run_1/pdn.png
Pins as bars on the die edge. Tap cells in gray.
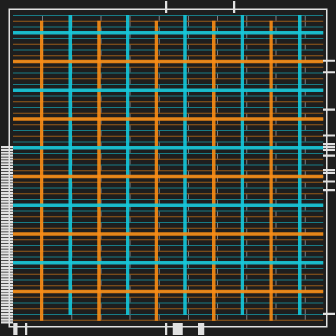
run_1/cell_classes.png
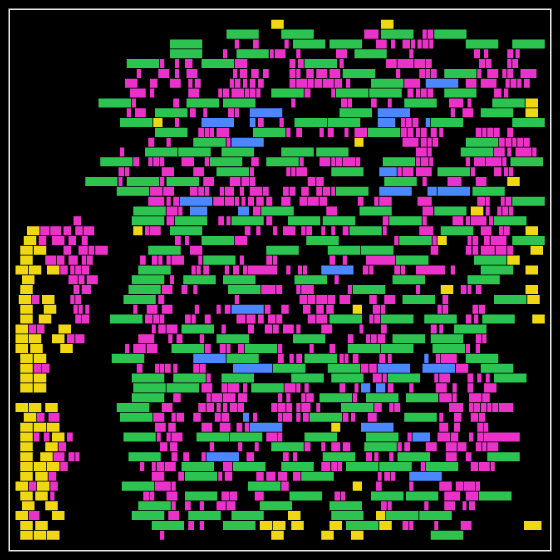
run_1/clock_map.png
Bar = 50 µm.
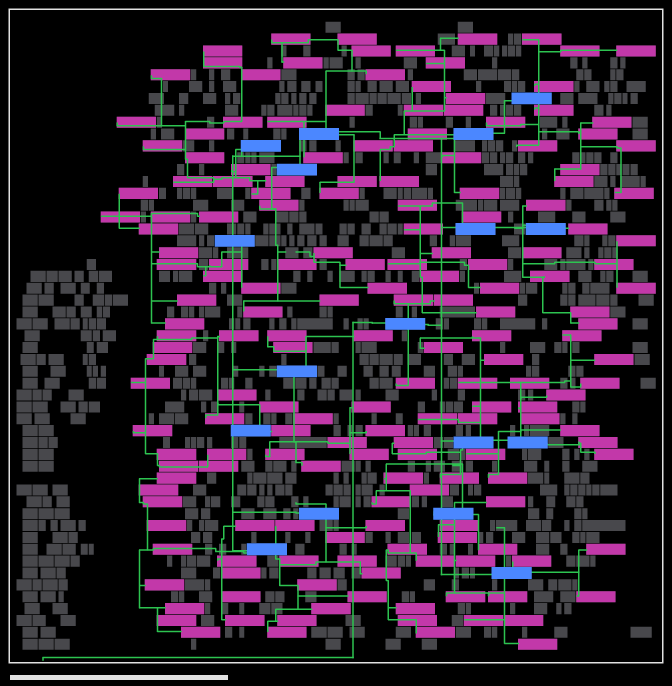
run_1/metal_stack.png
Bar = 50 µm.
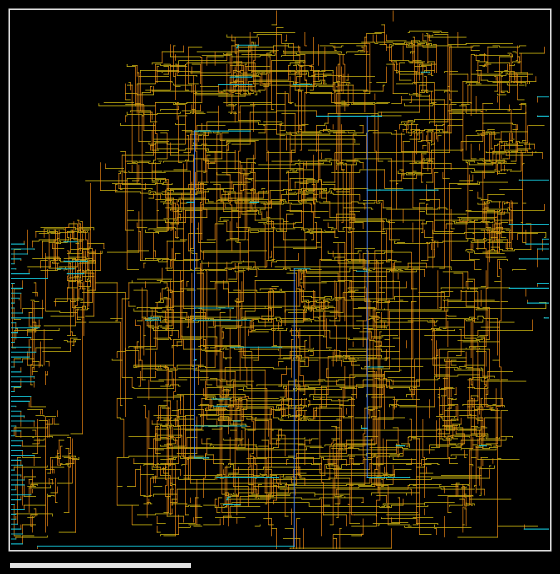
==> config.mk <==
export PLATFORM = sky130hd
export DESIGN_NAME = box_occupancy_detector
export DESIGN_NICKNAME = d
export VERILOG_FILES = /design/src/rtl/box_occupancy_detector.sv
export SDC_FILE = /design/constraint.sdc
export NUM_CORES = 1
export LEC_CHECK = 0
export CORE_MARGIN = 1
export CORE_UTILIZATION = 40
export CTS_CLUSTER_SIZE = 28
export DETAILED_ROUTE_END_ITERATION = 8
export PLACE_DENSITY = 0.57
export SYNTH_ARGS = -nofsm -noshare
export SYNTH_HDL_FRONTEND = slang
export SYNTH_SLANG_ARGS = --single-unit
export TNS_END_PERCENT = 100
==> constraint.sdc <==
create_clock -name clk -period 5.15 [get_ports clk]
set_input_delay 0.7725 -clock clk [delete_from_list [all_inputs] [get_ports clk]]
set_output_delay 0.7725 -clock clk [all_outputs]
set_load 0.03 [all_outputs]
==> ds_physical_params.txt, run 1 <==
Characteristics after synthesis and place and route

Parameter                              Value

Run status
  Run status .................. complete, no violations

Floorplanning
  Full die area .................. 22300 µm²

Synthesis
  Xor/xnor share of the synthesized area .................. 0.0443
  Post-Syn Area per Cell .................. 9.57 µm²
  Adder-Cell Fraction of Synth Area .................. 0.0216
  Post-synthesis share of cell area spent on and-or and or-and gates .................. 0.138
  Number of synthesis warnings .................. 0
  Instance count of the mapped netlist .................. 909

Worst setup path
  Required time of the critical path .................. 5.44 ns
  Sequence of cells on the critical path .................. clkdlybuf4s50_1 > and2_1 > a21oi_1 > o22ai_1

Place
  Dpl hpwl .................. approximately 14 mm
  # port buffers .................. 86
  Cell area after placement .................. 9810 µm²

Cells and area
  Inserted Diodes .................. 0
  Number of inverters outside the clock class in the layout .................. 19
  Storage cell area .................. 4550 µm²
  Layout overhead on the synthesized area .................. 19.2%

GRT
  Leftover overflow at the end of global routing .................. 0
  Met2 Usage GRT .................. 0.283

Routing
  ANT nets after route .................. 0
  Final routed DRC violation total .................. 0

Power
  Sequential power .................. 1610 µW
  Part of the power in combinational logic .................. 0.143

Min path
  Hold/Removal Path Class .................. input pin to async pin
-- pdn.png (at the start) --
color	net
orange	VSS
cyan	VDD
met5 straps	10
tap cells	275
rows	53
met1 rails	54
height of the die: 149 µm
Core ar.: 21200 µm²
horizontal extent of the die: 149 µm

-- cell_classes.png (at the start) --
color	class	cells	share of their area
green	flip-flops	182	45%
blue	clock drivers and dummy loads	30	5.6%
magenta	all other logic	686	40%
yellow	other buffers and delay cells	94	9.2%
final core utilization: 0.490
summed area of non-filler cells in the final layout: 10400 µm²

-- clock_map.png (at the start) --
[green] clock wires | length: 2290 µm
[magenta] flip-flops | count: 182
[blue] cells driving clock nets | count: 17
flops lie	widely spread
routed clock nets	18
clock network fraction of design power: 0.375
power drawn by the clock network: 1250 µW
setup clock skew after layout: 0.0134 ns
Clock Latency Late Sink: 0.43 ns

-- metal_stack.png (at the start) --
color	layer	wire length
blue	met4	267 µm
yellow	met1	9650 µm
cyan	met3	572 µm
orange	met2	8630 µm
wire per inst: 15.1 µm
total routing usage reported by global routing: 0.185
final routed wirelength across all metal layers: 19.1 mm
vias after detailed routing: 6714

run_1/final_congestion.png
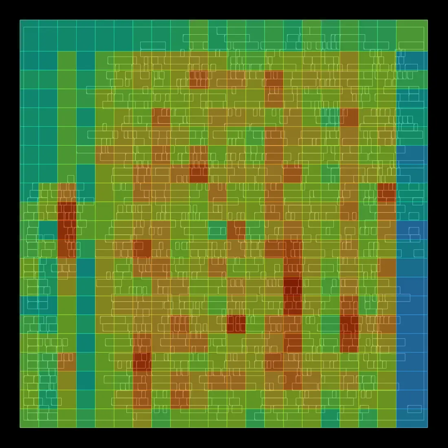

==> run 1 -> run 2 <==
PLACE_DENSITY = 0.59   (was 0.57)
clock period = 2.3 ns   (was 5.15 ns; I/O delays follow)
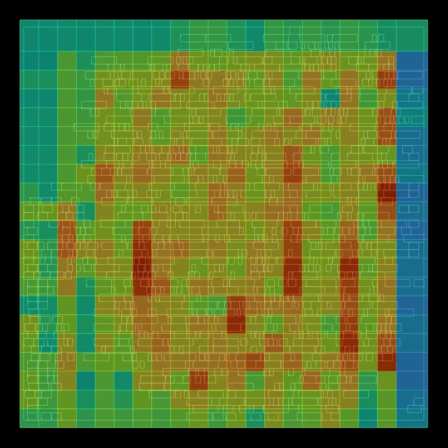
run_2/final_congestion.png
wire per inst: 14.9 µm
final core utilization: 0.502
fraction of met3 tracks used by global routing: 0.0384
total routing usage reported by global routing: 0.186
grt peak-use layer: met2

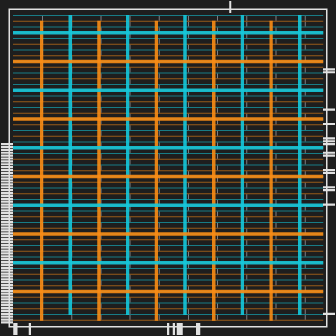
run_2/pdn.png
Pins as bars on the die edge. Tap cells in gray.
color	net
orange	VSS
cyan	VDD
met1 rails	54
rows	53
met4 straps	10
Max IR drop VDD: 0.000483 V

==> run 2 against run 1 <==
Compared with the run above: cell area increased by 2.4%; sequential cell count unchanged; power increased by 130%; wire length about the same; critical path depth increased by 2; worst setup slack got worse by 2.4 ns; sequential power increased by 120%; area after synthesis unchanged; combinational power increased by 130%; sequential share of layout area decreased by 1.0 points; cell count increased by 1.6%; non-clock buffer count increased by 18.
==> ds_physical_params.txt, run 2 <==
Characteristics after synthesis and place and route

Parameter                              Value

Routing
  Vias after detailed routing .................. 6807
  Final routed wirelength across all metal layers .................. between 15 and 20 mm
  ANT nets after route .................. 0

Run status
  Run status .................. complete, no violations

Cells and area
  Storage cell area .................. 4550 µm²

Floorplanning
  Height of the die .................. about 150 µm
  Core ar. .................. 21200 µm²

Min path
  Hold/Removal Path Class .................. input pin to flop

Place
  Cell area after placement .................. between 9000 and 10000 µm²
  Dpl hpwl .................. 14.0 mm
  # port buffers .................. 86

Worst setup path
  Sequence of cells on the critical path .................. ha_1 > and3_1 > nand4_1 > or4_1 > a211oi_1 > a31oi_1
  Required time of the critical path .................. 2.60 ns

Synthesis
  Post-synthesis share of cell area spent on and-or and or-and gates .................. 0.138
  Post-Syn Area per Cell .................. 9.57 µm²
  Number of synthesis warnings .................. 0

CTS
  Clock Latency Late Sink .................. between 0.4 and 0.5 ns

Power
  Sequential power .................. 3600 µW

GRT
  Met2 Usage GRT .................. 0.295

Timing
  Setup clock skew after layout .................. 0.00777 ns
Power is estimated from default activity; no workload was simulated.
